File: src/rtl/tt_slot_pkg.sv
// tt_slot_pkg -- shared constants and types for the project slot scheduler.
//   IW_W / OW_W    : widths of the host->slot and slot->host buses
//   IW_* / OW_*    : bit offsets of the fields inside those buses
//   state_t        : scheduler FSM states
package tt_slot_pkg;

   localparam int IW_W       = 18;
   localparam int OW_W       = 24;
   localparam int FLD_W      = 8;

   // iw = {uio_in, ui_in, rst_n, clk}
   localparam int IW_CLK     = 0;
   localparam int IW_RST_N   = 1;
   localparam int IW_UI      = 2;
   localparam int IW_UIO     = 10;

   // ow = {uio_oe, uio_out, uo_out}
   localparam int OW_UO      = 0;
   localparam int OW_UIO_OUT = 8;
   localparam int OW_UIO_OE  = 16;

   typedef enum logic [1:0] {
      ST_IDLE    = 2'd0,
      ST_DISABLE = 2'd1,
      ST_RESET   = 2'd2,
      ST_RUN     = 2'd3
   } state_t;

endpackage

File: src/rtl/tt_slot_ow_mux.sv
// tt_slot_ow_mux -- N:1 selector for the per-slot 24-bit output bus.
//   slot_ow : packed outputs of all slots, slot k at [24k+23:24k]
//   sel     : slot index to forward
//   en      : when 0 the output is forced to zero
//   ow      : selected slot output
// Optional build macro OW_OE_MASK_EN: uio_out bits are ANDed with the
// slot's uio_oe bits so undriven pins read as 0; uio_oe and uo_out pass.
module tt_slot_ow_mux
   import tt_slot_pkg::*;
#(
   parameter int N_SLOTS = 16
) (
   input  logic [OW_W*N_SLOTS-1:0] slot_ow,
   input  logic [3:0]              sel,
   input  logic                    en,
   output logic [OW_W-1:0]         ow
);

   logic [OW_W-1:0] picked;

   always_comb begin
      picked = '0;
      for (int k = 0; k < N_SLOTS; k++) begin
         if (sel == 4'(k)) picked = slot_ow[k*OW_W +: OW_W];
      end
   end

   always_comb begin
      ow = '0;
      if (en) begin
         ow = picked;
`ifdef OW_OE_MASK_EN
         ow[OW_UIO_OUT +: FLD_W] = picked[OW_UIO_OUT +: FLD_W] & picked[OW_UIO_OE +: FLD_W];
`endif
      end
   end

endmodule

File: src/rtl/tt_slot_sched.sv
// tt_slot_sched -- selects one of N_SLOTS project slots, sequencing a
// disable cycle and a reset hold before connecting it to the host.
//   clk, rst (async, active-high)
//   sel_valid/sel_ready/sel_addr/sel_off : slot-change request handshake
//   host_iw  -> slot_iw  : host inputs broadcast to slots (gated per state)
//   slot_ena             : one-hot (or zero) slot enable
//   slot_ow  -> host_ow  : selected slot outputs, combinational, RUN only
//   active               : 1 in RUN
//   cur_addr             : latched slot index
// Optional build macro OW_OE_MASK_EN (see tt_slot_ow_mux).
module tt_slot_sched
   import tt_slot_pkg::*;
#(
   parameter int N_SLOTS    = 16,
   parameter int RST_CYCLES = 4
) (
   input  logic                    clk,
   input  logic                    rst,
   input  logic                    sel_valid,
   output logic                    sel_ready,
   input  logic [3:0]              sel_addr,
   input  logic                    sel_off,
   input  logic [IW_W-1:0]         host_iw,
   output logic [IW_W-1:0]         slot_iw,
   output logic [N_SLOTS-1:0]      slot_ena,
   input  logic [OW_W*N_SLOTS-1:0] slot_ow,
   output logic [OW_W-1:0]         host_ow,
   output logic                    active,
   output logic [3:0]              cur_addr
);

   state_t     state;
   logic [7:0] cnt;
   logic       go_idle;   // DISABLE leads back to IDLE instead of RESET
   logic       accept;
   logic       req_ok;
   logic [N_SLOTS-1:0] sel_onehot;

   assign sel_ready = (state == ST_IDLE) || (state == ST_RUN);
   assign accept    = sel_valid && sel_ready;
   // Widened compare keeps the check meaningful when N_SLOTS = 16.
   assign req_ok    = !sel_off && ({1'b0, sel_addr} < 5'(N_SLOTS));

   always_ff @(posedge clk or posedge rst) begin
      if (rst) begin
         state    <= ST_IDLE;
         cnt      <= '0;
         cur_addr <= '0;
         go_idle  <= 1'b0;
      end else begin
         case (state)
            ST_IDLE: begin
               if (accept && req_ok) begin
                  cur_addr <= sel_addr;
                  go_idle  <= 1'b0;
                  state    <= ST_DISABLE;
               end
            end
            ST_DISABLE: begin
               if (go_idle) begin
                  state <= ST_IDLE;
               end else begin
                  state <= ST_RESET;
                  cnt   <= 8'(RST_CYCLES - 1);
               end
            end
            ST_RESET: begin
               // Hold ends on the cycle the counter reads zero; no wrap.
               if (cnt == 8'd0) state <= ST_RUN;
               else             cnt   <= cnt - 8'd1;
            end
            ST_RUN: begin
               if (accept) begin
                  state <= ST_DISABLE;
                  if (req_ok) begin
                     cur_addr <= sel_addr;
                     go_idle  <= 1'b0;
                  end else begin
                     go_idle  <= 1'b1;
                  end
               end
            end
            default: state <= ST_IDLE;
         endcase
      end
   end

   // cur_addr is only ever loaded with an in-range index, so this is one-hot.
   assign sel_onehot = N_SLOTS'(1) << cur_addr;
   assign active     = (state == ST_RUN);
   assign slot_ena   = ((state == ST_RESET) || (state == ST_RUN)) ? sel_onehot : '0;

   always_comb begin
      slot_iw = '0;
      if (state == ST_RESET) begin
         slot_iw           = host_iw;
         slot_iw[IW_RST_N] = 1'b0;
      end else if (state == ST_RUN) begin
         slot_iw = host_iw;
      end
   end

   tt_slot_ow_mux #(
      .N_SLOTS (N_SLOTS)
   ) u_ow_mux (
      .slot_ow (slot_ow),
      .sel     (cur_addr),
      .en      (active),
      .ow      (host_ow)
   );

endmodule

File: config.mk
export PLATFORM = sky130hd
export DESIGN_NAME = tt_slot_sched
export DESIGN_NICKNAME = d
export VERILOG_FILES = /design/src/rtl/tt_slot_pkg.sv /design/src/rtl/tt_slot_ow_mux.sv /design/src/rtl/tt_slot_sched.sv
export SDC_FILE = /design/constraint.sdc
export NUM_CORES = 1
export LEC_CHECK = 0
export ABC_AREA = 1
export CORE_AREA = 2 2 182 184
export CTS_BUF_LIST = sky130_fd_sc_hd__clkbuf_8 sky130_fd_sc_hd__clkbuf_16
export DETAILED_ROUTE_END_ITERATION = 8
export DIE_AREA = 0 0 184 186
export DONT_BUFFER_PORTS = 1
export GPL_TIMING_DRIVEN = 0
export PLACE_DENSITY = 0.32
export SLEW_MARGIN = 5
export SYNTH_ARGS = -nofsm -noshare
export SYNTH_HDL_FRONTEND = slang
export SYNTH_HIERARCHICAL = 1
export SYNTH_SLANG_ARGS = --single-unit
File: constraint.sdc
create_clock -name clk -period 2.57 [get_ports clk]
set_input_delay 0.3855 -clock clk [delete_from_list [all_inputs] [get_ports clk]]
set_output_delay 0.3855 -clock clk [all_outputs]
set_load 0.02 [all_outputs]
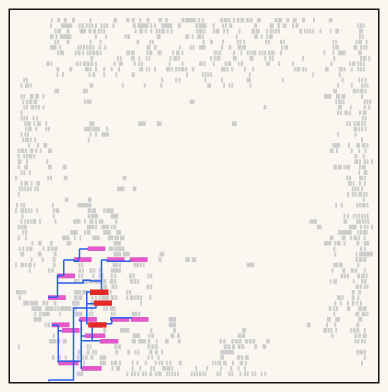
(run_1/clock_wires.png)
(2 px per µm)
Key: red = clock-net drivers [count 3]; blue = clock wires [length 294 µm]; magenta = flip-flops [count 15]
Position of the flops: lower left. There are 4 routed clock nets.
Clk pwr share: 0.046
Fin Clk Skew: 2.38 ps
Skew-Pair Late Insertion Delay: 250 ps

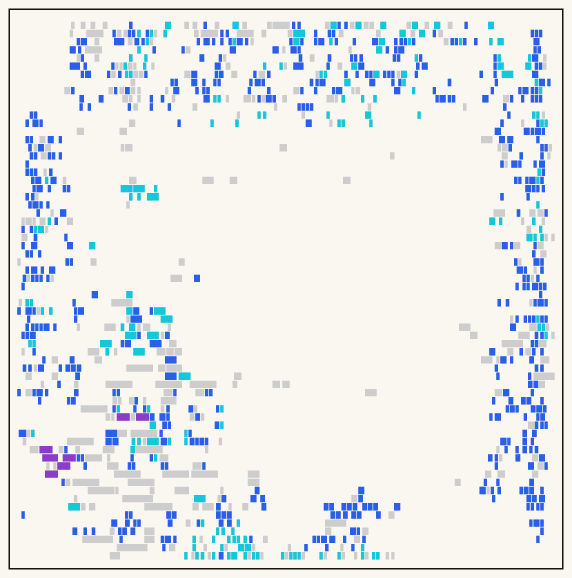
(run_1/gates.png)
(3 px per µm)
Key: cyan = nor cells [cells 161, where all over the die]; blue = nand cells [cells 537, where all over the die]; purple = fa/ha/maj cells [cells 7, where lower left]

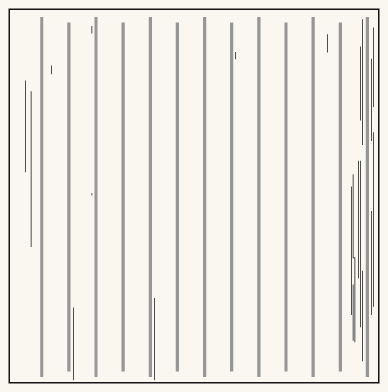
(run_1/m4.png)
(2 px per µm) Supply wires on this layer in grey.
The longest straight run is 87.0 µm. The layer carries 901 µm of wire. The layer holds 2.8% of the routed length. 19 nets have wire on it.
via count: 6,504
WL final: 32.2 mm

==> results_dict.tcl, run 1 <==
# implementation run metrics
set metrics [dict create \
    holdWs_ps 112 \
    violations "setup timing" \
    grt_pass1_vias 6222 \
    grt_pass1_wl_mm 42.2 \
    ys_area_um2 4660 \
    outcome "finished with violations" \
    n_all_inverters 115 \
    fin_tns_setup_ps -6800 \
    placed_area_um2 5170 \
    via_per_inst 4.58 \
    synth_cells 984 \
    rr_endpoint "go_idle$_DFFE_PP0P_" \
    r2r_start "state[0]$_DFFE_PP0P_" \
    r2r_cells 9 \
    worst_pin_slew_ps 645 \
    hold_viol 0 \
    drt_iter0_markers 426 \
    pwr-share-seq 0.079 \
    cts_made_buffers 3 \
    adder_share 0.0188 \
    syn_area_um2 4660 \
    clock_path_buffers 2 \
    grt_start_max_net_pins 16 \
    taps 408 \
    ir_drop_v 0.000404 \
    gr-usage-met3 0.0258 \
    total_power_w 0.00685 \
    ys_sh_mux 0 \
    power_density_nw_per_um2 1150 \
    n_all_buffers 66 \
    async_flop_share 1.00 \
    flops 15 \
    switching_share 0.645 \
    slew_headroom 0.570 \
    place.detailed.hpwl_mm 27.1 \
    finalSetupViolCount 24 \
    grt_use_total 0.172 \
    clock_sinks 15 \
    syn-mean-instance-area_um2 4.74 \
    yosysMostFrequentCell "nand2_1" \
    openroad.warnings 33 \
    die_h_um 186 \
    pg_seq_w 0.000541 \
    yosys.area.top_type_share 0.312 \
    dr.pass1.iters 5 \
    syn_nets 1401 \
    combPwrFrac 0.875 \
    crit_buf_inv 2 \
    grtUsageMet1 0.233 \
    top_regs "cnt: 8 flops, cur_addr: 4 flops, state: 2 flops" \
    dr.max_layer_used "met5" \
    simple_gate_share 0.694 \
    worstPathMaxFanout 8 \
    dr_wl_met2_mm 14.8 \
    start_kind "flop" \
    ys.flops 15 \
    cp-endpoint "host_ow[9]" \
    dp_cells 1392 \
    drv_cap 0 \
    clock_buffers 3 \
    drive_above_1_share 0.195 \
    synth-main-ff-cell "dfrtp_1" \
    grt.overflow.total 0 \
    common_cells "nand2_1, nor2_1, inv_1, nand3_1, nand4_1" \
    setup_ws_ps -571 \
    slew_viol_final 0 \
    synth_cell_types 30 \
    top_area_cell "nand2_1" \
    grt_busiest_layer "met2" \
    r2r_setup_slack_ps 650 \
    top_register "cnt" \
    ys_seq_share 0.0805 \
    path_clk_slew_ps 50 \
    cp_data_required_time_ps 2180 \
    xor_share 0.00376 \
    antenna_left 0 \
    h-tree-depth 1 \
    comb-cell-share 0.665 \
    antenna_found_initial 5 \
    switchingPower_w 0.00441 \
    final_util 0.185 \
    seq_area_um2 388 \
    pre_cts_slack_ps -1370 \
    grt_util_met2 0.281 \
    path_depth 13 \
    root_buffer "clkbuf_16" \
    io_buffers 0 \
    worst-endpoint-arrival_ps 2760 \
    ys_cells 984 \
    wl_met1_mm 14.0 \
    topCellsByArea "nand2_1, nor2_1, nand4_1, inv_1, nand3_1" \
    cts_resized 154 \
    pg_clk_w 0.000313 \
    fp_util 0.145 \
    place_congestion 0.806 \
    fp-row-count 66 \
    drc 0 \
    sh_seq_area 0.0651 \
    logic_family "simple AND/OR/NAND/NOR gates" \
    critPathLaunch "cur_addr[2]$_DFFE_PP0P_" \
    wl_per_cell_um 22.7 \
    cts_tree "built" \
    area_growth_pct 27.9 \
    comb_power_w 0.00599 \
    comb_cells 809 \
    slowest_delay_ps 570 \
    holdBufCountCts 0 \
    clk_share 0.0134 \
    ys_warn_count 6 \
    crit_slowest_cell "dfrtp_4" \
    end_kind "primary output" \
    fill_cells 3869 \
    hold_class "input port to async pin" \
    path_class "flop to primary output" \
    critical-path-top-delay-family "simple AND/OR/NAND/NOR gates" \
    wl_met3_mm 2.38 \
    die_area_um2 34200 \
    largest_reg_flops 8 \
    core-area_um2 32200 \
    instances_no_fill 1419 \
    post_cts_buffers 17 \
    p_int_w 0.00243 \
]
## Run 2: what changed since run 1
--- a/config.mk
+++ b/config.mk
@@ -11,6 +11,7 @@
 export DETAILED_ROUTE_END_ITERATION = 8
 export DIE_AREA = 0 0 184 186
 export DONT_BUFFER_PORTS = 1
+export GPL_ROUTABILITY_DRIVEN = 0
 export GPL_TIMING_DRIVEN = 0
 export PLACE_DENSITY = 0.32
 export SLEW_MARGIN = 5
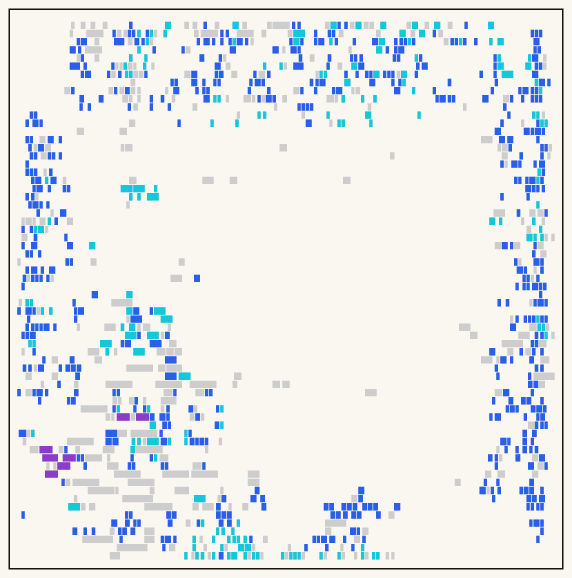
(run_2/gates.png)
(3 px per µm)
Key: purple = fa/ha/maj cells [cells 7, where lower left]; cyan = nor cells [cells 161, where all over the die]; blue = nand cells [cells 537, where all over the die]
Comb area share: 0.665
final std cells w/o fill: 1,419
Commonest Layout Cell: nand2_1

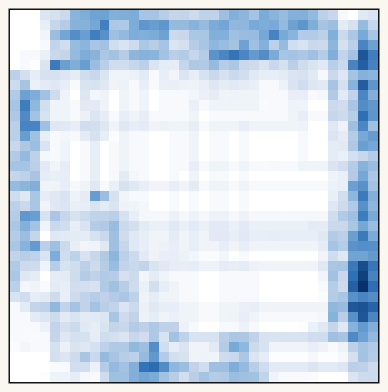
(run_2/route_heat.png)
(2 px per µm) The die is cut into 37 by 37 equal tiles; white is low, dark blue is high, scaled to the fullest tile. Values are wire area over tile area, all layers added.
12% of the tiles are nearly empty. 7.3% of the tiles are over half the peak. The densest ninth of the die: upper right.

==> run 2 against run 1 <==
Compared with the run above: the run still ends with setup timing left; via count did not move; register-to-register slack about the same; clock power barely moved; clock skew did not move.
==> results_dict.tcl, run 2 <==
# implementation run metrics
set metrics [dict create \
    outcome "finished with violations" \
    violations "setup timing" \
    ys_cells 984 \
    die_area_um2 34200 \
    h-tree-depth 1 \
    path_depth 13 \
    taps 408 \
    worst-endpoint-arrival_ps 2760 \
    async_flop_share 1.00 \
    comb_power_w 0.00599 \
    switching_share 0.645 \
    common_cells "nand2_1, nor2_1, inv_1, nand3_1, nand4_1" \
    top_regs "cnt: 8 flops, cur_addr: 4 flops, state: 2 flops" \
    drt_iter0_markers 426 \
    setup_ws_ps -571 \
    ys_sh_mux 0 \
    clock_path_buffers 2 \
    drive_above_1_share 0.195 \
    synth-main-ff-cell "dfrtp_1" \
    post_cts_buffers 17 \
    hold_class "input port to async pin" \
    place.detailed.hpwl_mm 27.1 \
    rsz0062_at_grt "true" \
    sh_seq_area 0.0651 \
    total_power_w 0.00685 \
    comb_cells 809 \
    crit_buf_inv 2 \
    grt.overflow.total 0 \
    dr_wl_met2_mm 14.8 \
    wl_met3_mm 2.38 \
    area_growth_pct 27.9 \
    synth-edff-count 0 \
    cp_data_required_time_ps 2180 \
    finalSetupViolCount 24 \
    antenna_left 0 \
    core-area_um2 32200 \
    syn_area_um2 4660 \
    holdBufCountCts 0 \
    n_all_buffers 66 \
    logic_family "simple AND/OR/NAND/NOR gates" \
    critPathLaunch "cur_addr[2]$_DFFE_PP0P_" \
    dp_cells 1392 \
    grt_pass1_wl_mm 42.2 \
    maxPowerGroup "combinational logic" \
    synth_cell_types 30 \
    ys_warn_count 6 \
    dr.max_layer_used "met5" \
    clkLatencyLatePin_ps 250 \
    rr_endpoint "go_idle$_DFFE_PP0P_" \
    ys.flops 15 \
    gr-usage-met3 0.0258 \
    grt_busiest_layer "met2" \
    cts_resized 154 \
    fp.dieW_um 184 \
    flops 15 \
    crit_chain "nor2_4 -> nand2_4 -> buf_8 -> buf_12 -> or2_0 -> nand2_2 -> nand4_1 -> nor2_1 -> nand4_1 -> nor2_1 -> nand4_1 -> nor2_1 -> nor2_2" \
    xor_share 0.00376 \
    grt_start_max_net_pins 16 \
    seq_area_um2 388 \
    crit_slowest_cell "dfrtp_4" \
    grt_use_total 0.172 \
    fin_tns_setup_ps -6800 \
    combPwrFrac 0.875 \
    pwr-share-seq 0.079 \
    n_all_inverters 115 \
    slew_viol_final 0 \
    dr.pass1.iters 5 \
    ys_area_um2 4660 \
    routed_wl_mm 32.2 \
    final_area_um2 5960 \
    syn-mean-instance-area_um2 4.74 \
    slowest_delay_ps 570 \
    pre_cts_slack_ps -1370 \
    cp-endpoint "host_ow[9]" \
    path_clk_slew_ps 50 \
    via_per_inst 4.58 \
    yosysMostFrequentCell "nand2_1" \
    wl_met1_mm 14.0 \
    hold_viol 0 \
    ys_sh_aoi 0.0660 \
    drc 0 \
    vias 6504 \
    cts_tree "built" \
    fp-row-count 66 \
    holdWs_ps 112 \
    wl_per_cell_um 22.7 \
    drv_cap 0 \
    die_h_um 186 \
    topCellsByArea "nand2_1, nor2_1, nand4_1, inv_1, nand3_1" \
    path_class "flop to primary output" \
    largest_class "logic gates" \
    top_area_cell "nand2_1" \
    layout.nets 1427 \
    r2r_cells 9 \
    grt_util_met2 0.281 \
    fin_crit_sh 1.22 \
    ys_seq_share 0.0805 \
    ir_drop_v 0.000404 \
    clock_sinks 15 \
    start_kind "flop" \
    p_clk_frac 0.046 \
    worstPathMaxFanout 8 \
    pg_seq_w 0.000541 \
    power_density_nw_per_um2 1150 \
    clk_share 0.0134 \
    adder_share 0.0188 \
    synth_cells 984 \
    simple_gate_share 0.694 \
    switchingPower_w 0.00441 \
    r2r_start "state[0]$_DFFE_PP0P_" \
    yosys.area.top_type_share 0.312 \
    antenna_found_initial 5 \
    worst_pin_slew_ps 645 \
    fp_util 0.145 \
    syn_nets 1401 \
    n_antenna_cell 2 \
    critical-path-top-delay-family "simple AND/OR/NAND/NOR gates" \
    final_util 0.185 \
    root_buffer "clkbuf_16" \
    fin_skew_ps 2.38 \
    slew_headroom 0.570 \
    pg_clk_w 0.000313 \
    io_buffers 0 \
    most-common-layout-cells "nand2_1, nor2_1, inv_1" \
    r2r_setup_slack_ps 650 \
    openroad.warnings 33 \
    top_register "cnt" \
    grtUsageMet1 0.233 \
    placed_area_um2 5170 \
    nonClkBufAreaFrac 0.0957 \
    fill_cells 3869 \
    clock_buffers 3 \
    cts_made_buffers 3 \
    largest_reg_flops 8 \
    p_int_w 0.00243 \
    end_kind "primary output" \
    grt_pass1_vias 6222 \
]
==> run_2/m4.png <==
(2 px per µm) Supply wires on this layer in grey.
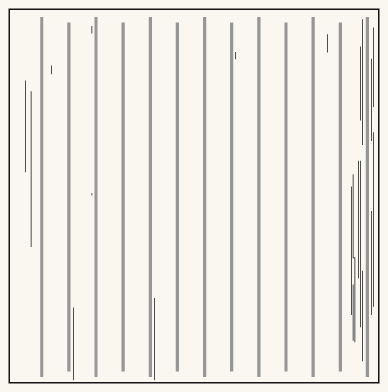

## Run 3: what changed since run 2
--- a/config.mk
+++ b/config.mk
@@ -6,16 +6,14 @@
 export NUM_CORES = 1
 export LEC_CHECK = 0
 export ABC_AREA = 1
-export CORE_AREA = 2 2 182 184
+export CORE_AREA = 2 2 183 185
 export CTS_BUF_LIST = sky130_fd_sc_hd__clkbuf_8 sky130_fd_sc_hd__clkbuf_16
 export DETAILED_ROUTE_END_ITERATION = 8
-export DIE_AREA = 0 0 184 186
+export DIE_AREA = 0 0 185 187
 export DONT_BUFFER_PORTS = 1
 export GPL_ROUTABILITY_DRIVEN = 0
 export GPL_TIMING_DRIVEN = 0
-export PLACE_DENSITY = 0.32
-export SLEW_MARGIN = 5
+export PLACE_DENSITY = 0.31
 export SYNTH_ARGS = -nofsm -noshare
 export SYNTH_HDL_FRONTEND = slang
-export SYNTH_HIERARCHICAL = 1
 export SYNTH_SLANG_ARGS = --single-unit
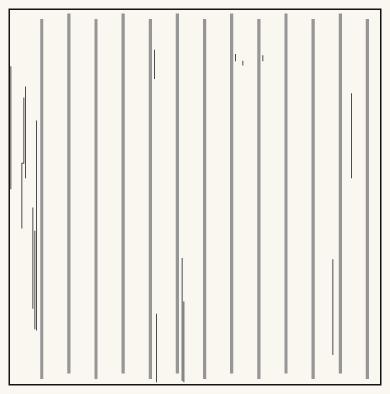
(run_3/m4.png)
(2 px per µm) Supply wires on this layer in grey.
The layer holds 2.0% of the routed length. The longest straight run is 105 µm. The layer carries 625 µm of wire. The wires run mostly vertical. 14 nets have wire on it.

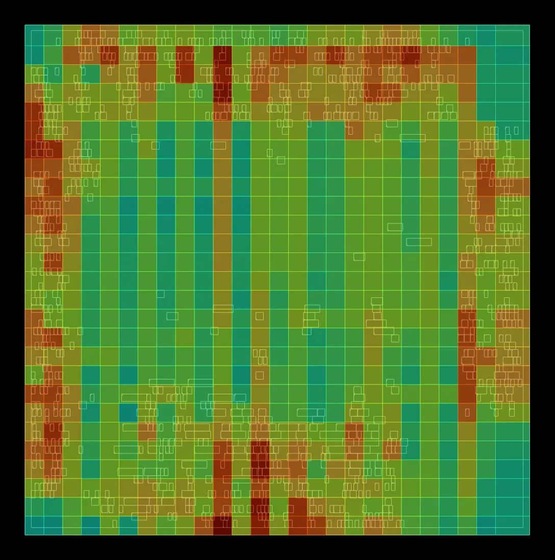
(run_3/congestion_map.png)
global routing's busiest layer: met2
GR met1 Demand/Resource: 0.203
WL per Instance: 21.6 µm

==> run 3 against run 2 <==
Compared with the run above: the run still ends with setup timing left; non-clock buffer count is 25 higher; combinational power is 7.0% higher; critical path depth is 6 higher; clock power hardly changed; count of clock-buffer cells in the layout stayed put; die area is 1.1% higher; clock skew hardly changed; register-to-register slack worse by 970 ps; power is 6.8% higher; core utilization is 0.61 points higher; routed wire length is 1.8% lower; worst setup slack better by 250 ps; critical path type is now flop to flop; largest cell class unchanged; largest power group unchanged.
==> results_dict.tcl, run 3 <==
# implementation run metrics
set metrics [dict create \
    outcome "finished with violations" \
    violations "setup timing" \
    critical-path-top-delay-family "buffers and inverters" \
    total_power_w 0.00731 \
    area_growth_pct 41.3 \
    dr_wl_met2_mm 16.4 \
    layout.nets 1430 \
    hold_viol 0 \
    crit_buf_inv 18 \
    switchingPower_w 0.00456 \
    cts_resized 191 \
    crit_slowest_cell "dfrtp_4" \
    sh_seq_area 0.0617 \
    syn-mean-instance-area_um2 4.64 \
    r2r_cells 19 \
    lay_top_count "nand2_1" \
    synth-edff-count 0 \
    ys_cells 959 \
    ys_sh_mux 0 \
    seq_area_um2 388 \
    dp_cells 1407 \
    dr.max_layer_used "met5" \
    combPwrFrac 0.876 \
    grt_pass1_wl_mm 42.2 \
    async_flop_share 1.00 \
    largest_reg_flops 8 \
    slowest_delay_ps 560 \
    power_density_nw_per_um2 1160 \
    pwr-share-seq 0.081 \
    slew_viol_final 0 \
    fin_tns_setup_ps -5100 \
    end_kind "flop" \
    comb-cell-share 0.619 \
    drc 0 \
    fp.dieW_um 185 \
    ys_seq_share 0.0844 \
    clock_sinks 15 \
    drt_iter0_markers 285 \
    r2r_setup_slack_ps -320 \
    vias 6345 \
    drv_cap 0 \
    comb_cells 776 \
    n_all_buffers 91 \
    wl_met3_mm 1.77 \
    r2r_start "cur_addr[2]$_DFFE_PP0P_" \
    critPathLaunch "cur_addr[2]$_DFFE_PP0P_" \
    nonClkBufAreaFrac 0.136 \
    taps 448 \
    place.detailed.hpwl_mm 26.6 \
    yosysMostFrequentCell "nand2_1" \
    crit_chain "inv_4 -> buf_4 -> buf_4 -> buf_4 -> buf_4 -> buf_4 -> buf_4 -> buf_4 -> buf_4 -> buf_4 -> buf_4 -> buf_4 -> buf_4 -> buf_4 -> buf_4 -> buf_4 -> buf_4 -> buf_4 -> o21ai_2" \
    fill_cells 3971 \
    switching_share 0.623 \
    cp_data_required_time_ps 2740 \
    clk_share 0.0127 \
    io_buffers 0 \
    top_register "cnt" \
    pre_cts_slack_ps -783 \
    dr.pass1.iters 5 \
    ys_warn_count 0 \
    synth-main-ff-cell "dfrtp_1" \
    ys.flops 15 \
    routed_wl_mm 31.6 \
    antenna_found_initial 4 \
    final_area_um2 6280 \
    flops 15 \
    top_area_cell "nand2_1" \
    antenna_left 0 \
    worst_pin_slew_ps 724 \
    clkLatencyLatePin_ps 250 \
    setup_ws_ps -319 \
    worstPathMaxFanout 6 \
    clock_path_buffers 2 \
    path_class "flop to flop" \
    p_int_w 0.00275 \
    synth_cell_types 28 \
    post_cts_buffers 36 \
    maxPowerGroup "combinational logic" \
    wl_met1_mm 12.8 \
    finalSetupViolCount 25 \
    pg_seq_w 0.000590 \
    simple_gate_share 0.684 \
    most-common-layout-cells "nand2_1, nor2_1, inv_1" \
    gr-usage-met3 0.0251 \
    p_clk_frac 0.043 \
    grt_use_total 0.170 \
    comb_power_w 0.00641 \
    top_regs "cnt: 8 flops, cur_addr: 4 flops, state: 2 flops" \
    common_cells "nand2_1, nor2_1, inv_1, nand4_1, o21ai_0" \
    core-area_um2 32900 \
    ys_sh_aoi 0.0608 \
    h-tree-depth 1 \
    ir_drop_v 0.000395 \
    grt_util_met2 0.317 \
    final_util 0.191 \
]
Power figures rest on the tool's default switching activity, not on a simulated workload.
